$ cat src/rtl/rv32_cu_pkg.sv
// Shared encodings for the multicycle RV32 control unit: states, opcodes,
// ALU codes and datapath select values.
package rv32_cu_pkg;

  typedef logic [2:0] state_t;

  localparam state_t StFetch  = 3'd0;
  localparam state_t StDecode = 3'd1;
  localparam state_t StExe    = 3'd2;
  localparam state_t StMem    = 3'd3;
  localparam state_t StWb     = 3'd4;
  localparam state_t StErr    = 3'd5;

  localparam logic [6:0] OpR     = 7'b0110011;
  localparam logic [6:0] OpI     = 7'b0010011;
  localparam logic [6:0] OpL     = 7'b0000011;
  localparam logic [6:0] OpS     = 7'b0100011;
  localparam logic [6:0] OpB     = 7'b1100011;
  localparam logic [6:0] OpLui   = 7'b0110111;
  localparam logic [6:0] OpAuipc = 7'b0010111;
  localparam logic [6:0] OpJal   = 7'b1101111;
  localparam logic [6:0] OpJalr  = 7'b1100111;

  localparam logic [3:0] AluAdd = 4'b0000;
  localparam logic [3:0] AluSra = 4'b1101;

  localparam logic [2:0] RfwdAlu   = 3'd0;
  localparam logic [2:0] RfwdLoad  = 3'd1;
  localparam logic [2:0] RfwdImm   = 3'd2;
  localparam logic [2:0] RfwdPcImm = 3'd3;
  localparam logic [2:0] RfwdPc4   = 3'd4;

  localparam logic [1:0] PcPlus4  = 2'd0;
  localparam logic [1:0] PcImm    = 2'd1;
  localparam logic [1:0] PcRs1Imm = 2'd2;

  function automatic logic is_legal(input logic [6:0] op);
    return (op == OpR) || (op == OpI) || (op == OpL) || (op == OpS) || (op == OpB) ||
           (op == OpLui) || (op == OpAuipc) || (op == OpJal) || (op == OpJalr);
  endfunction

endpackage

$ cat src/rtl/multicycle_control_unit_if.sv
// Control-unit <-> datapath/bus signal bundle; master is the control unit.
interface multicycle_control_unit_if #(
  parameter int unsigned ALU_CTRL_W = 4
);
  logic [31:0]           instrCode;
  logic                  btaken;
  logic                  busReady;
  logic                  irWe;
  logic                  pcEn;
  logic [1:0]            pcSrcSel;
  logic                  regFileWe;
  logic [ALU_CTRL_W-1:0] aluControl;
  logic                  aluSrcMuxSel;
  logic [2:0]            RFWDSrcMuxSel;
  logic                  busReq;
  logic                  busWe;
  logic                  busErr;

  modport master (
    input  instrCode, btaken, busReady,
    output irWe, pcEn, pcSrcSel, regFileWe, aluControl, aluSrcMuxSel, RFWDSrcMuxSel,
           busReq, busWe, busErr
  );

  modport slave (
    output instrCode, btaken, busReady,
    input  irWe, pcEn, pcSrcSel, regFileWe, aluControl, aluSrcMuxSel, RFWDSrcMuxSel,
           busReq, busWe, busErr
  );
endinterface

$ cat src/rtl/cu_alu_decoder.sv
// Combinational ALU operation decode; yields ADD outside the execute/memory states.
module cu_alu_decoder
  import rv32_cu_pkg::*;
(
  input  logic [6:0] opcode_i,
  input  logic [2:0] funct3_i,
  input  logic       bit30_i,
  input  logic       decode_en_i,
  output logic [3:0] alu_ctrl_o
);

  always_comb begin
    alu_ctrl_o = AluAdd;
    if (decode_en_i) begin
      case (opcode_i)
        OpR, OpB: alu_ctrl_o = {bit30_i, funct3_i};
        // Only the shift-right-arithmetic immediate carries a meaningful bit 30.
        OpI:      alu_ctrl_o = (funct3_i == 3'b101 && bit30_i) ? AluSra : {1'b0, funct3_i};
        default:  alu_ctrl_o = AluAdd;
      endcase
    end
  end

endmodule

$ cat src/rtl/multicycle_control_unit.sv
// Multicycle RV32 control FSM: FETCH/DECODE/EXE/MEM/WB with a sticky error trap
// for illegal opcodes and data-bus timeouts.
module multicycle_control_unit
  import rv32_cu_pkg::*;
#(
  parameter int unsigned BUS_TIMEOUT = 16,
  parameter int unsigned ALU_CTRL_W  = 4
) (
  input logic                      clk,
  input logic                      reset,
  multicycle_control_unit_if.master cu
);

  localparam int unsigned CntW = (BUS_TIMEOUT > 0) ? $clog2(BUS_TIMEOUT + 1) : 1;
  localparam logic [CntW-1:0] CntLast = CntW'(BUS_TIMEOUT - 1);

  state_t          state_q, state_d;
  logic [CntW-1:0] cnt_q, cnt_d;
  logic [6:0]      opcode;
  logic            is_st, is_ld;
  logic [3:0]      alu_ctrl;

  assign opcode = cu.instrCode[6:0];
  assign is_st  = (opcode == OpS);
  assign is_ld  = (opcode == OpL);

  always_comb begin
    state_d = state_q;
    cnt_d   = cnt_q;
    case (state_q)
      StFetch:  state_d = StDecode;
      StDecode: state_d = StExe;
      StExe: begin
        if (!is_legal(opcode)) begin
          state_d = StErr;
        end else if (is_st || is_ld) begin
          state_d = StMem;
          cnt_d   = '0;
        end else begin
          state_d = StFetch;
        end
      end
      StMem: begin
        // A ready in the last permitted cycle still completes the access.
        if (cu.busReady) begin
          state_d = is_st ? StFetch : StWb;
        end else if (BUS_TIMEOUT != 0 && cnt_q == CntLast) begin
          state_d = StErr;
        end else begin
          cnt_d = cnt_q + 1'b1;
        end
      end
      StWb:    state_d = StFetch;
      StErr:   state_d = StErr;
      default: state_d = StErr;
    endcase
  end

  always_ff @(posedge clk or negedge reset) begin
    if (!reset) begin
      state_q <= StFetch;
      cnt_q   <= '0;
    end else begin
      state_q <= state_d;
      cnt_q   <= cnt_d;
    end
  end

  always_comb begin
    cu.irWe          = 1'b0;
    cu.pcEn          = 1'b0;
    cu.pcSrcSel      = PcPlus4;
    cu.regFileWe     = 1'b0;
    cu.aluSrcMuxSel  = 1'b0;
    cu.RFWDSrcMuxSel = RfwdAlu;
    cu.busReq        = 1'b0;
    cu.busWe         = 1'b0;
    cu.busErr        = 1'b0;
    case (state_q)
      StFetch: cu.irWe = 1'b1;
      StExe: begin
        case (opcode)
          OpR: begin
            cu.regFileWe = 1'b1;
            cu.pcEn      = 1'b1;
          end
          OpI: begin
            cu.regFileWe    = 1'b1;
            cu.pcEn         = 1'b1;
            cu.aluSrcMuxSel = 1'b1;
          end
          OpLui: begin
            cu.regFileWe     = 1'b1;
            cu.pcEn          = 1'b1;
            cu.aluSrcMuxSel  = 1'b1;
            cu.RFWDSrcMuxSel = RfwdImm;
          end
          OpAuipc: begin
            cu.regFileWe     = 1'b1;
            cu.pcEn          = 1'b1;
            cu.aluSrcMuxSel  = 1'b1;
            cu.RFWDSrcMuxSel = RfwdPcImm;
          end
          OpB: begin
            cu.pcEn     = 1'b1;
            cu.pcSrcSel = cu.btaken ? PcImm : PcPlus4;
          end
          OpJal: begin
            cu.regFileWe     = 1'b1;
            cu.pcEn          = 1'b1;
            cu.pcSrcSel      = PcImm;
            cu.RFWDSrcMuxSel = RfwdPc4;
          end
          OpJalr: begin
            cu.regFileWe     = 1'b1;
            cu.pcEn          = 1'b1;
            cu.pcSrcSel      = PcRs1Imm;
            cu.aluSrcMuxSel  = 1'b1;
            cu.RFWDSrcMuxSel = RfwdPc4;
          end
          OpL, OpS: cu.aluSrcMuxSel = 1'b1;
          default: ;
        endcase
      end
      StMem: begin
        cu.busReq       = 1'b1;
        cu.busWe        = is_st;
        cu.aluSrcMuxSel = 1'b1;
        cu.pcEn         = is_st && cu.busReady;
      end
      StWb: begin
        cu.regFileWe     = 1'b1;
        cu.pcEn          = 1'b1;
        cu.RFWDSrcMuxSel = RfwdLoad;
      end
      StErr:   cu.busErr = 1'b1;
      default: ;
    endcase
  end

  cu_alu_decoder u_alu_decoder (
    .opcode_i    (opcode),
    .funct3_i    (cu.instrCode[14:12]),
    .bit30_i     (cu.instrCode[30]),
    .decode_en_i ((state_q == StExe) || (state_q == StMem)),
    .alu_ctrl_o  (alu_ctrl)
  );

  assign cu.aluControl = ALU_CTRL_W'(alu_ctrl);

endmodule
$ cat src/flat_wrapper.sv
// flat-port wrapper written by rule: the top's interface ports become plain ports
module multicycle_control_unit_flat import rv32_cu_pkg::*;
#(
  parameter int unsigned BUS_TIMEOUT = 16,
  parameter int unsigned ALU_CTRL_W  = 4
)
  (clk, reset, cu_instrCode, cu_btaken, cu_busReady, cu_irWe, cu_pcEn, cu_pcSrcSel, cu_regFileWe, cu_aluControl, cu_aluSrcMuxSel, cu_RFWDSrcMuxSel, cu_busReq, cu_busWe, cu_busErr);
  multicycle_control_unit_if #(.ALU_CTRL_W(ALU_CTRL_W)) cu_i ();
  input logic clk;
  input logic reset;
  input wire logic [$bits(cu_i.instrCode)-1:0] cu_instrCode;
  input wire logic [$bits(cu_i.btaken)-1:0] cu_btaken;
  input wire logic [$bits(cu_i.busReady)-1:0] cu_busReady;
  output wire logic [$bits(cu_i.irWe)-1:0] cu_irWe;
  output wire logic [$bits(cu_i.pcEn)-1:0] cu_pcEn;
  output wire logic [$bits(cu_i.pcSrcSel)-1:0] cu_pcSrcSel;
  output wire logic [$bits(cu_i.regFileWe)-1:0] cu_regFileWe;
  output wire logic [$bits(cu_i.aluControl)-1:0] cu_aluControl;
  output wire logic [$bits(cu_i.aluSrcMuxSel)-1:0] cu_aluSrcMuxSel;
  output wire logic [$bits(cu_i.RFWDSrcMuxSel)-1:0] cu_RFWDSrcMuxSel;
  output wire logic [$bits(cu_i.busReq)-1:0] cu_busReq;
  output wire logic [$bits(cu_i.busWe)-1:0] cu_busWe;
  output wire logic [$bits(cu_i.busErr)-1:0] cu_busErr;
  assign cu_i.instrCode = cu_instrCode;
  assign cu_i.btaken = cu_btaken;
  assign cu_i.busReady = cu_busReady;
  assign cu_irWe = cu_i.irWe;
  assign cu_pcEn = cu_i.pcEn;
  assign cu_pcSrcSel = cu_i.pcSrcSel;
  assign cu_regFileWe = cu_i.regFileWe;
  assign cu_aluControl = cu_i.aluControl;
  assign cu_aluSrcMuxSel = cu_i.aluSrcMuxSel;
  assign cu_RFWDSrcMuxSel = cu_i.RFWDSrcMuxSel;
  assign cu_busReq = cu_i.busReq;
  assign cu_busWe = cu_i.busWe;
  assign cu_busErr = cu_i.busErr;
  multicycle_control_unit #(.BUS_TIMEOUT(BUS_TIMEOUT), .ALU_CTRL_W(ALU_CTRL_W)) u_core (.clk(clk), .reset(reset), .cu(cu_i));
endmodule
$ cat config.mk
export PLATFORM = sky130hd
export DESIGN_NAME = multicycle_control_unit_flat
export DESIGN_NICKNAME = d
export VERILOG_FILES = /design/src/rtl/rv32_cu_pkg.sv /design/src/rtl/multicycle_control_unit_if.sv /design/src/rtl/cu_alu_decoder.sv /design/src/rtl/multicycle_control_unit.sv /design/src/flat_wrapper.sv
export SDC_FILE = /design/constraint.sdc
export NUM_CORES = 1
export LEC_CHECK = 0
export CORE_ASPECT_RATIO = 1.1
export CORE_MARGIN = 4
export CORE_UTILIZATION = 35
export CTS_CLUSTER_DIAMETER = 60
export DETAILED_ROUTE_END_ITERATION = 12
export GPL_TIMING_DRIVEN = 0
export PLACE_DENSITY = 0.82
export SKIP_CTS_REPAIR_TIMING = 1
export SYNTH_ARGS = -nofsm -noshare
export SYNTH_HDL_FRONTEND = slang
export SYNTH_SLANG_ARGS = --single-unit
export TNS_END_PERCENT = 50
$ cat constraint.sdc
create_clock -name clk -period 3 [get_ports clk]
set_input_delay 0.9 -clock clk [delete_from_list [all_inputs] [get_ports clk]]
set_output_delay 0.9 -clock clk [all_outputs]
set_load 0.005 [all_outputs]
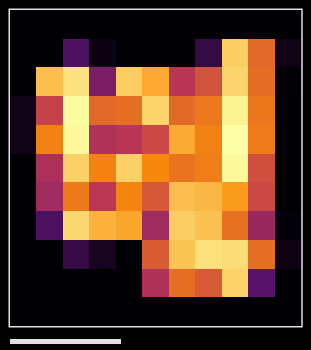
(images/density.png)
The bar under the picture is 20 microns long. The die is cut into 11 by 11 equal tiles; black is low, pale yellow is high, 0 to 100% covered.
densest ninth of the die: center
tiles over 75% full: 22%
emptiest ninth of the die: lower left
mean over tiles: 39%

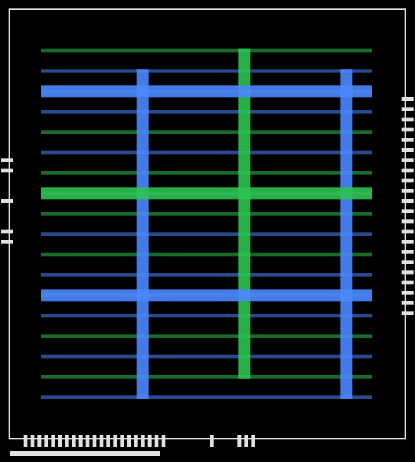
(images/pdn.png)
The bar under the picture is 20 microns long. Pins as bars on the die edge.
| net | color |
|---|---|
| VSS | blue |
| VDD | green |
signal pins: 52
met1 rails: 18
met5 straps: 3

==> impl_metrics.toml <==
# synthesis and place-and-route metrics
[run_status]
status = "finished with violations"
failed_checks = "setup timing"

[cells_and_area]
final_cells = 163
layout.nets = 175
nFlopsAndLatches = 8
final_cell_mix = "clkdlybuf4s50_1, dlymetal6s2s_1, nor2_1"
regArea_sq_um = 200
drive_above_1_share = 0.185
seq_share = 0.165
clock_buffers = 3
layout.nonclk_buf_frac = 0.299
largest-register = "u_core.cnt_q"
nNonClkInverters = 6
n_all_buffers = 38
design_area_sq_mm = 0.00121
n_antenna_cell = 0
nFillCells = 183
final_common_cell = "clkdlybuf4s50_1"
dominant_cells = "combinational gates"

[global_routing]
met2_usage = 0.225
grt_max_degree = 11
grt_pass1_wl_microns = 3210
first_global_vias = 790
globalRouteOverflowTotal = 0
grt_use_met3 = 0.0287
grt_usage = 0.136
antenna_found_initial = 0
grt_busiest_layer = "met2"
use_met1 = 0.162

[synthesis]
syn_area_sq_um = 767
syn_nets = 136
ys_sh_mux = 0
synthArstFlopShare = 1.00
topCellsByArea = "dfrtp_1, nor2_1, and3b_1"
synth_seq_share = 0.261
adder_share = 0.0326
synth_area_leader_cell = "dfrtp_1"
top_cell_area_share = 0.261
ys.flops = 8
compound_area_frac = 0.170
xor_share = 0.0228
synth.avg_cell_area_sq_um = 7.83
synth-edff-count = 0
synthDistinctLibCells = 39
simple_gate_area_frac = 0.452
ff_type = "dfrtp_1"

[cts]
cts_buffers = 3
cts_sinks = 8
clk_path_buf_depth = 2
cts_root_buf = "clkbuf_4"
cts_tree = "yes"
clk_pin_slew_ps = 60
h-tree-depth = 1
worst_skew_pair.late_latency_ps = 260

[routing]
via_count = 863
ant_nets = 0
drc_errors = 0
routed_wirelength_microns = 2210
wl_met3_microns = 181
top_layer = "met4"
routedWlPerCell_microns = 13.5
wl_met2_microns = 1090

[hold_path]
holdPathStages = 1
holdPathEnd = "u_core.cnt_q[0]$_DFFE_PN0P_"
min_from = "u_core.cnt_q[0]$_DFFE_PN0P_"
hp-class = "register to register"

[final_timing]
fin_ws_ps = -137
skew_ps = 10.8
max_freq_ghz = 0.319
finalSetupViolations = 2
worstMarginPinSlew_ps = 372
period_needed_ps = 3140
rsz0062_at_grt = "yes"
relSlewSlack = 0.750
post-route-period-util = 1.05
hold_viol = 0

[setup_path]
slowest_delay_ps = 510
worstPathArrival_ps = 2240
path_class = "primary input to output pin"
r2r_end = "u_core.cnt_q[2]$_DFFE_PN0P_"
endpoint = "cu_pcEn"
cpLargestDelayFamily = "buffers and inverters"
worstReg2RegStart = "u_core.cnt_q[0]$_DFFE_PN0P_"
rrSetupSlack_ps = 1330
r2r.worst_path.cells = 7
crit_slowest_cell = "clkdlybuf4s50_1"
cp-startpoint = "cu_instrCode[3]"
cp_max_fo = 5
cp_data_required_time_ps = 2100
critPathBufInv = 2
crit_path_end_kind = "output pin"
cp.depth = 6
crit_path_start_kind = "primary input"
path_cells = "dlymetal6s2s_1 > and3b_2 > and3_1 > nand2_1 > nand3_1 > clkdlybuf4s50_1"

[power]
clkPwrFrac = 0.343
power.density_mw_per_mm2 = 198
p_switching_uw = 61.0
total_power_uw = 240
power-top-group = "sequential cells"
p_seq_uw = 108
powerClk_uw = 82.3
seqPwrFrac = 0.450
swShare = 0.254
comb_power_share = 0.208
peakVddDrop_mv = 0.214
power_combinational_uw = 49.9
leakage_uw = 0.000697

[job]
drv_cap = 0
stage_log_warnings = 48

[die]
core-area_sq_mm = 0.00204
fp.dieW_microns = 52.6
fp-utilization = 0.376
chip_area_sq_mm = 0.00301
io_pins = 52
taps = 28
rows = 17

[placement]
dp_hpwl_microns = 1650
placedInstanceArea_sq_mm = 0.00109
gp_congestion = 0.775
dp_slack_ps = -953
placed_cells = 155
io_buffers = 29
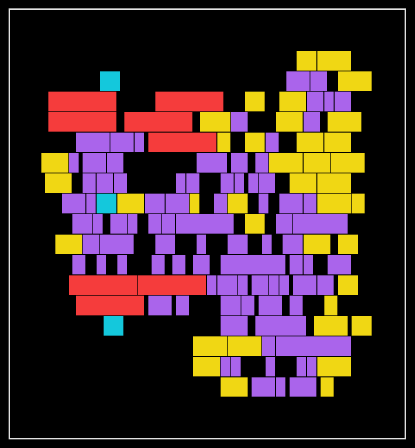
(images/cell_classes.png)
| class | color | cells | share of their area |
|---|---|---|---|
| other buffers and delay cells | yellow | 38 | 31% |
| all other logic | purple | 86 | 50% |
| flip-flops | red | 8 | 17% |
| cells driving clock nets | cyan | 3 | 1.9% |

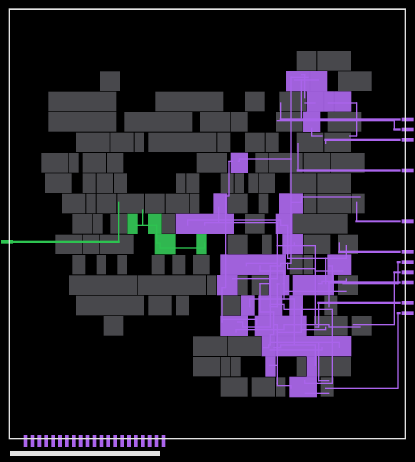
(images/port_nets.png)
The bar under the picture is 20 microns long.
| port | color | bits | direction | end cells | buffers | wire |
|---|---|---|---|---|---|---|
| cu_instrCode | purple | 32 | input | 29 | 11 | 504 microns |
| cu_busReady | green | 1 | input | 4 | 1 | 34.3 microns |

Power is estimated from default activity; no workload was simulated.
